Routed metal, one color a layer:
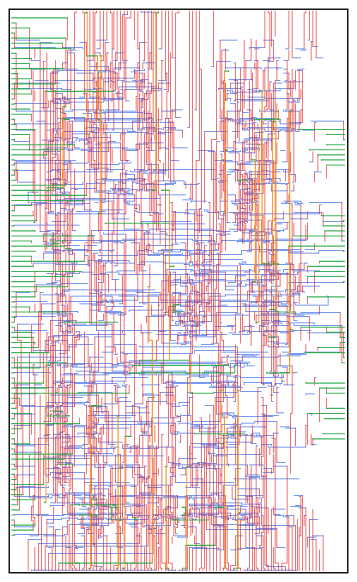
Placed standard cells:
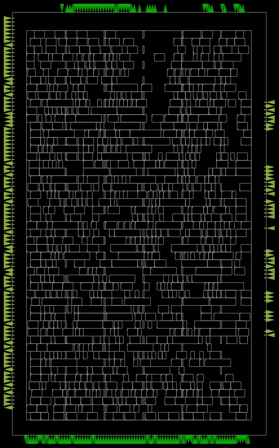
Clock network drawn from the DEF:
Bar = 20 um.
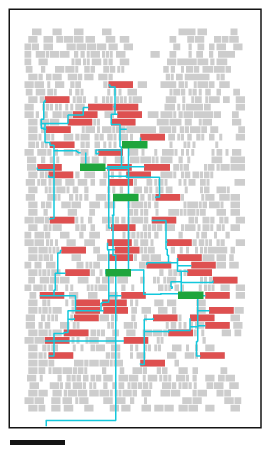
Close-up of the layout:
Window x 25 to 65, y 25 to 65 um. Cells in gray, sequential cells in the stronger gray; small squares are vias.
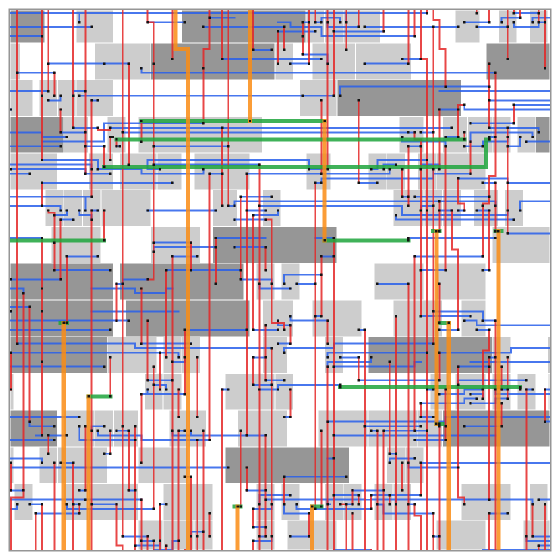
The metal 3 layer:
Bar = 20 um.
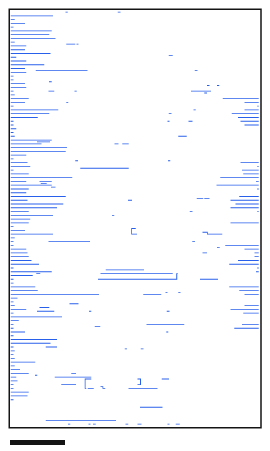
### src/rtl/pmem_rr_arbiter_pkg.sv
`default_nettype none
// ============================================================================
// Module   : pmem_rr_arbiter_pkg
// Purpose  : Shared types, default sizes and helpers for the pmem arbiter.
// Revision : 1.0 - initial release
// ============================================================================
package pmem_rr_arbiter_pkg;

    typedef enum logic [0:0] {
        ST_IDLE   = 1'b0,
        ST_LOCKED = 1'b1
    } arb_state_e;

    localparam int C_NUM_REQ   = 4;
    localparam int C_ADDR_W    = 4;
    localparam int C_DATA_W    = 32;
    localparam int C_MAX_BURST = 8;

    // Requester id width; never narrower than one bit.
    function automatic int owner_w(input int n);
        return (n <= 2) ? 1 : $clog2(n);
    endfunction

endpackage
`default_nettype wire

### src/rtl/pmem_rr_arbiter_if.sv
`default_nettype none
// ============================================================================
// Module   : pmem_rr_arbiter_if
// Purpose  : Requester-side and SRAM-side signal bundle of the pmem arbiter.
// Revision : 1.0 - initial release
// ============================================================================
interface pmem_rr_arbiter_if
    import pmem_rr_arbiter_pkg::*;
#(
    parameter int NUM_REQ = C_NUM_REQ,
    parameter int ADDR_W  = C_ADDR_W,
    parameter int DATA_W  = C_DATA_W
) ();

    localparam int C_OWN_W = owner_w(NUM_REQ);

    logic [NUM_REQ-1:0]        req;
    logic [NUM_REQ-1:0]        req_wr;
    logic [NUM_REQ-1:0]        req_last;
    logic [NUM_REQ*ADDR_W-1:0] req_addr;
    logic [NUM_REQ*DATA_W-1:0] req_wdata;
    logic [NUM_REQ-1:0]        gnt;
    logic [NUM_REQ-1:0]        rvalid;
    logic [DATA_W-1:0]         rdata;
    logic                      mem_wr;
    logic                      mem_rd;
    logic [ADDR_W-1:0]         mem_addr;
    logic [DATA_W-1:0]         mem_wdata;
    logic [DATA_W-1:0]         mem_rdata;
    logic [C_OWN_W-1:0]        owner;
    logic                      locked;
    logic                      burst_err;

    modport slave (
        input  req, req_wr, req_last, req_addr, req_wdata, mem_rdata,
        output gnt, rvalid, rdata, mem_wr, mem_rd, mem_addr, mem_wdata,
               owner, locked, burst_err
    );

    modport master (
        output req, req_wr, req_last, req_addr, req_wdata, mem_rdata,
        input  gnt, rvalid, rdata, mem_wr, mem_rd, mem_addr, mem_wdata,
               owner, locked, burst_err
    );

endinterface
`default_nettype wire

### src/rtl/pmem_rr_arbiter_arb_rr_pick.sv
`default_nettype none
// ============================================================================
// Module   : arb_rr_pick
// Purpose  : Rotating-priority picker: first set request at or above ptr.
// Revision : 1.0 - initial release
// ============================================================================
module arb_rr_pick #(
    parameter int N = 4,
    parameter int W = 2
) (
    input  wire logic [N-1:0] req_i,
    input  wire logic [W-1:0] ptr_i,
    output logic      [N-1:0] gnt_o,
    output logic      [W-1:0] idx_o,
    output logic              any_o
);

    int           w_j;
    logic [W-1:0] w_cand;

    always_comb begin
        gnt_o  = '0;
        idx_o  = '0;
        any_o  = 1'b0;
        w_j    = 0;
        w_cand = '0;
        for (int k = 0; k < N; k++) begin
            w_j    = (int'(ptr_i) + k) % N;
            w_cand = W'(w_j);
            if (!any_o && req_i[w_cand]) begin
                any_o         = 1'b1;
                idx_o         = w_cand;
                gnt_o[w_cand] = 1'b1;
            end
        end
    end

endmodule
`default_nettype wire

### src/rtl/pmem_rr_arbiter.sv
`default_nettype none
// ============================================================================
// Module   : pmem_rr_arbiter
// Purpose  : Round-robin, burst-locking arbiter in front of one registered SRAM.
// Revision : 1.0 - initial release
// ============================================================================
module pmem_rr_arbiter
    import pmem_rr_arbiter_pkg::*;
#(
    parameter int NUM_REQ   = C_NUM_REQ,
    parameter int ADDR_W    = C_ADDR_W,
    parameter int DATA_W    = C_DATA_W,
    parameter int MAX_BURST = C_MAX_BURST
) (
    input  wire logic       clk,
    input  wire logic       reset,
    pmem_rr_arbiter_if.slave bus
);

    localparam int                OWN_W = owner_w(NUM_REQ);
    localparam int                CNT_W = $clog2(MAX_BURST + 1);
    localparam logic [CNT_W-1:0]  C_MAX = CNT_W'(MAX_BURST);

    arb_state_e           state_q;
    logic [OWN_W-1:0]     ptr_q;
    logic [OWN_W-1:0]     owner_q;
    logic [OWN_W-1:0]     rd_id_q;
    logic [CNT_W-1:0]     beat_cnt_q;
    logic                 burst_err_q;
    logic                 mem_wr_q;
    logic                 mem_rd_q;
    logic [ADDR_W-1:0]    mem_addr_q;
    logic [DATA_W-1:0]    mem_wdata_q;
    logic [NUM_REQ-1:0]   rvalid_q;

    logic [NUM_REQ-1:0]   w_pick_gnt;
    logic [OWN_W-1:0]     w_pick_idx;
    logic                 w_pick_any;
    logic [NUM_REQ-1:0]   w_gnt;
    logic [OWN_W-1:0]     w_sel;
    logic                 w_acc;
    logic                 w_sel_wr;
    logic                 w_sel_last;
    logic [OWN_W-1:0]     w_next_id;
    logic [CNT_W-1:0]     w_cnt_inc;

    arb_rr_pick #(
        .N (NUM_REQ),
        .W (OWN_W)
    ) u_pick (
        .req_i (bus.req),
        .ptr_i (ptr_q),
        .gnt_o (w_pick_gnt),
        .idx_o (w_pick_idx),
        .any_o (w_pick_any)
    );

    // While locked only the owner is eligible; grants are suppressed in reset.
    always_comb begin
        w_sel = owner_q;
        w_gnt = '0;
        if (reset) begin
            w_gnt = '0;
        end else if (state_q == ST_IDLE) begin
            w_sel = w_pick_idx;
            if (w_pick_any) begin
                w_gnt = w_pick_gnt;
            end
        end else if (bus.req[owner_q]) begin
            w_gnt = NUM_REQ'(1) << owner_q;
        end
    end

    assign w_acc      = |w_gnt;
    assign w_sel_wr   = bus.req_wr[w_sel];
    assign w_sel_last = bus.req_last[w_sel];
    assign w_next_id  = (w_sel == OWN_W'(NUM_REQ - 1)) ? '0 : w_sel + OWN_W'(1);
    assign w_cnt_inc  = beat_cnt_q + CNT_W'(1);

    always_ff @(posedge clk or posedge reset) begin
        if (reset) begin
            state_q     <= ST_IDLE;
            ptr_q       <= '0;
            owner_q     <= '0;
            rd_id_q     <= '0;
            beat_cnt_q  <= '0;
            burst_err_q <= 1'b0;
            mem_wr_q    <= 1'b0;
            mem_rd_q    <= 1'b0;
            mem_addr_q  <= '0;
            mem_wdata_q <= '0;
            rvalid_q    <= '0;
        end else begin
            mem_wr_q <= w_acc &  w_sel_wr;
            mem_rd_q <= w_acc & ~w_sel_wr;
            // Read tag travels one stage behind mem_rd, matching the SRAM latency.
            rvalid_q <= mem_rd_q ? (NUM_REQ'(1) << rd_id_q) : '0;
            if (w_acc) begin
                mem_addr_q  <= bus.req_addr[w_sel*ADDR_W +: ADDR_W];
                mem_wdata_q <= bus.req_wdata[w_sel*DATA_W +: DATA_W];
                rd_id_q     <= w_sel;
                owner_q     <= w_sel;
            end
            case (state_q)
                ST_IDLE: begin
                    if (w_acc) begin
                        if (w_sel_last) begin
                            ptr_q <= w_next_id;
                        end else begin
                            state_q    <= ST_LOCKED;
                            beat_cnt_q <= CNT_W'(1);
                        end
                    end
                end
                ST_LOCKED: begin
                    if (w_acc) begin
                        beat_cnt_q <= w_cnt_inc;
                        if (w_sel_last || (w_cnt_inc == C_MAX)) begin
                            state_q    <= ST_IDLE;
                            ptr_q      <= w_next_id;
                            beat_cnt_q <= '0;
                            if (!w_sel_last) begin
                                burst_err_q <= 1'b1;
                            end
                        end
                    end
                end
                default: begin
                    state_q <= ST_IDLE;
                end
            endcase
        end
    end

    assign bus.gnt       = w_gnt;
    assign bus.rvalid    = rvalid_q;
    assign bus.rdata     = bus.mem_rdata;
    assign bus.mem_wr    = mem_wr_q;
    assign bus.mem_rd    = mem_rd_q;
    assign bus.mem_addr  = mem_addr_q;
    assign bus.mem_wdata = mem_wdata_q;
    assign bus.owner     = owner_q;
    assign bus.locked    = (state_q == ST_LOCKED);
    assign bus.burst_err = burst_err_q;

endmodule
`default_nettype wire

### src/flat_wrapper.sv
// flat-port wrapper written by rule: the top's interface ports become plain ports
module pmem_rr_arbiter_flat import pmem_rr_arbiter_pkg::*;
#(
    parameter int NUM_REQ   = C_NUM_REQ,
    parameter int ADDR_W    = C_ADDR_W,
    parameter int DATA_W    = C_DATA_W,
    parameter int MAX_BURST = C_MAX_BURST
)
  (clk, reset, bus_req, bus_req_wr, bus_req_last, bus_req_addr, bus_req_wdata, bus_mem_rdata, bus_gnt, bus_rvalid, bus_rdata, bus_mem_wr, bus_mem_rd, bus_mem_addr, bus_mem_wdata, bus_owner, bus_locked, bus_burst_err);
  pmem_rr_arbiter_if #(.NUM_REQ(NUM_REQ), .ADDR_W(ADDR_W), .DATA_W(DATA_W)) bus_i ();
  input  wire logic clk;
  input  wire logic reset;
  input wire logic [$bits(bus_i.req)-1:0] bus_req;
  input wire logic [$bits(bus_i.req_wr)-1:0] bus_req_wr;
  input wire logic [$bits(bus_i.req_last)-1:0] bus_req_last;
  input wire logic [$bits(bus_i.req_addr)-1:0] bus_req_addr;
  input wire logic [$bits(bus_i.req_wdata)-1:0] bus_req_wdata;
  input wire logic [$bits(bus_i.mem_rdata)-1:0] bus_mem_rdata;
  output wire logic [$bits(bus_i.gnt)-1:0] bus_gnt;
  output wire logic [$bits(bus_i.rvalid)-1:0] bus_rvalid;
  output wire logic [$bits(bus_i.rdata)-1:0] bus_rdata;
  output wire logic [$bits(bus_i.mem_wr)-1:0] bus_mem_wr;
  output wire logic [$bits(bus_i.mem_rd)-1:0] bus_mem_rd;
  output wire logic [$bits(bus_i.mem_addr)-1:0] bus_mem_addr;
  output wire logic [$bits(bus_i.mem_wdata)-1:0] bus_mem_wdata;
  output wire logic [$bits(bus_i.owner)-1:0] bus_owner;
  output wire logic [$bits(bus_i.locked)-1:0] bus_locked;
  output wire logic [$bits(bus_i.burst_err)-1:0] bus_burst_err;
  assign bus_i.req = bus_req;
  assign bus_i.req_wr = bus_req_wr;
  assign bus_i.req_last = bus_req_last;
  assign bus_i.req_addr = bus_req_addr;
  assign bus_i.req_wdata = bus_req_wdata;
  assign bus_i.mem_rdata = bus_mem_rdata;
  assign bus_gnt = bus_i.gnt;
  assign bus_rvalid = bus_i.rvalid;
  assign bus_rdata = bus_i.rdata;
  assign bus_mem_wr = bus_i.mem_wr;
  assign bus_mem_rd = bus_i.mem_rd;
  assign bus_mem_addr = bus_i.mem_addr;
  assign bus_mem_wdata = bus_i.mem_wdata;
  assign bus_owner = bus_i.owner;
  assign bus_locked = bus_i.locked;
  assign bus_burst_err = bus_i.burst_err;
  pmem_rr_arbiter #(.NUM_REQ(NUM_REQ), .ADDR_W(ADDR_W), .DATA_W(DATA_W), .MAX_BURST(MAX_BURST)) u_core (.clk(clk), .reset(reset), .bus(bus_i));
endmodule
### config.mk
export PLATFORM = sky130hd
export DESIGN_NAME = pmem_rr_arbiter_flat
export DESIGN_NICKNAME = d
export VERILOG_FILES = /design/src/rtl/pmem_rr_arbiter_pkg.sv /design/src/rtl/pmem_rr_arbiter_if.sv /design/src/rtl/pmem_rr_arbiter_arb_rr_pick.sv /design/src/rtl/pmem_rr_arbiter.sv /design/src/flat_wrapper.sv
export SDC_FILE = /design/constraint.sdc
export NUM_CORES = 1
export LEC_CHECK = 0
export ABC_AREA = 1
export CAP_MARGIN = 40
export CORE_ASPECT_RATIO = 1.75
export CORE_MARGIN = 5
export CORE_UTILIZATION = 37
export CTS_CLUSTER_SIZE = 20
export DETAILED_ROUTE_END_ITERATION = 8
export GPL_TIMING_DRIVEN = 0
export PLACE_DENSITY_LB_ADDON = 0.3
export SETUP_SLACK_MARGIN = 0.15
export SLEW_MARGIN = 20
export SYNTH_ARGS = -nofsm -noshare
export SYNTH_HDL_FRONTEND = slang
export SYNTH_SLANG_ARGS = --single-unit
### constraint.sdc
create_clock -name clk -period 3.05 [get_ports clk]
set_input_delay 0.7625 -clock clk [delete_from_list [all_inputs] [get_ports clk]]
set_output_delay 0.7625 -clock clk [all_outputs]
set_load 0.05 [all_outputs]
==> CHANGELOG.md <==
### Changed

- Syn_area_per_cell: 6.84 um^2
- Largest power group: combinational logic
- Placed Cells incl. Taps: between 900 and 1000
- Yosys stat area: 4190 um^2
- Largest register FFs: 32
- Vias in the first global route: 5427
- Comb group: around 6.7 mW
- Initial antenna violation count: 0
- Final Wtd Congestion: between 0.9 and 1
- Via-to-Cell Ratio: a little over 5
- Pre-antenna DRT Iters: 4
- Slew margin rel.: 60.4%
- Leading cell kind: non-clock buffers
- Fraction of area in registers: 18.2%
- Fill count: between 1000 and 1500
- CP max-delay cell: dfrtp_2
- CP Cell Sequence: clkinvlp_4 -> ha_4 -> buf_6 -> nand2_4 -> nand2_4 -> nor2_8 -> nand3_4 -> o211ai_1 -> nand2_1 -> inv_1 -> buf_6
- Critical Path Fanout Max: 5
- Worst Reg-to-Reg Cells: 17
- Layout cells sized above 1: 17.3%
- Aoi share: 17.3%
- DRC: 0
- Seq pwr: 1.25 mW
- Log Warnings: 35
- Dpl ws: -0.903 ns
- Combinational gate area: about 2300 um^2
- Fmax: 0.351 GHz
- Synth mux share: 0%
- Clk pwr share: approximately 7.7%
- Synth Instances: 612
- CTS tree: done
- Psw: roughly 4.7 mW
- PwrDens: 1200 nW/um^2
- Switching power share of the total: 55.2%
- CLK BUF: 6
- Root buffer cell: clkbuf_16
- Worst hold path depth: 2
- Flop-to-flop setup slack: 0.54 ns
- Tot Pwr: 8.60 mW
- CP Capture Type: output port
- Final instance area: 7170 um^2
- Required time of the critical path: 2.29 ns
- Crit path capture: bus_gnt[2]
- DP Area: approximately 6800 um^2
- Invs w/o clock: 38
- Post-CTS Setup Bufs: 7
- Hold Startpoint: u_core.bus.mem_wdata[17]$_DFFE_PP0P_
- Post-route ant nets: 0
- Seq share, synth: a little under a third
- Final min period: ~2.9 ns
- Combinational power share: between 70% and 80%
- Top FF cell, synth: dfrtp_1
- Die width: 90.4 um
- DIE AREA: 13600 um^2
- Adder share: under 10%
- EDFF count, synth: 0
- RR Startpoint: u_core.ptr_q[1]$_DFFE_PP0P_
- Simple Share, Synth: 32.0%
- Synthesized area: around 4200 um^2
- Ys Warns: 0
- Largest type area fraction: 31.1%
- Top cells by area: dfrtp_1 31%, nand2_1 15%, nor2_1 8.1%
- Grt met1 use: 25.5%
- GRT busiest layer: met2
- Ys async rst share: 100%
- Logic share of the area: approximately 32%
- Sequential Power Share: between 10 and 15%
- Yosys cell count: 612
- Final Max-Slew Violation Tally: 0
- Routing usage on met2: 48.5%
- Nets: ~1100
- Flop count: approximately 52
- Pre-Place Util: a little under two fifths
- Largest net degree at the start of global routing: 29
- Top-count cell post-synth: nand2_1
- MaxCap Viol Count: 0
- Max clock buf depth: 2
- P_int: 3.85 mW
- Static Leak: 3.33 nW
- PortBufs: 239
- WL met2: ~9.8 mm
- CTS Buf Count: 5
- Kind of cell adding the most delay to the critical path: buffers and inverters
- Status: finished, final reports clean
- Yosys top cell by area: dfrtp_1
- Most frequent logic cell in the layout: clkdlybuf4s50_1
- CP bufs+invs: 4
- Commonest cells post-synth: 167 x nand2_1, 90 x nor2_1, 58 x o21ai_0, 52 x dfrtp_1, 37 x buf_4
- #MultiIn Comb: 456
- CP startpoint kind: register
- Fraction of cell area in non-clock buffers: 42.4%
- Crit share post-route: 93.5%
- Worst EP arrival: ~2.1 ns
- Crit path depth: 11
- Top layer in use: met4
- # Taps: 132
- Routed met3 length: between 1 and 1.5 mm
- Post-CTS sizing: approximately 57
- Clock-cell share: between 2 and 2.5%
- # IOs: about 270
- Worst skew pair latency: around 0.3 ns
- Worst hold slack: 0.484 ns
- Critical path's largest stage delay: 0.41 ns
- Hold Vio Cnt, Final: 0
- Hold Buf Count CTS: 0
- Worst Hold End: u_core.bus.mem_wdata[17]$_DFFE_PP0P_
- Yosys xor share: 0.628%
- Final worst setup slack: roughly 0.2 ns
-- 'routed metal, one color a layer' (at the start) --
[green] metal 3 | wire length: 1210 um
[orange] metal 4 | wire length: 930 um
[red] metal 2 | wire length: 9780 um
[blue] metal 1 | wire length: 6220 um
drt total wl: 18.1 mm
All-Layer GR Usage: 25.5%
Via Count: 5162
DR WL/cell: 18.0 um

-- 'placed standard cells' (at the start) --
Placeable Area: 11100 um^2
row count: 51
fin util: 64.6%

-- 'clock network drawn from the DEF' (at the start) --
[red] flip-flops | count: 52
[cyan] clock wires | length: 749 um
[green] clock drivers | count: 5
routed clock nets: 6

-- 'close-up of the layout' (at the start) --
[orange] metal 4
[green] metal 3
[blue] metal 1
[red] metal 2
cells with their middle in the window: 115
sequential cells in the window: 13
most frequent: nand2_1 (34), clkdlybuf4s50_1 (21), dfrtp_1 (13)
netlist names of flops here include: `u_core.bus.mem_wdata` (9), `u_core.beat_cnt_q` (2)

-- 'the metal 3 layer' (at the start) --
nets with wire on the layer: 188
share of all routed wire: 6.7%
main direction: horizontal
longest straight run: 31.5 um
wire length on this layer: 1210 um

No activity file was given, so power comes from the tool's default toggle rates.
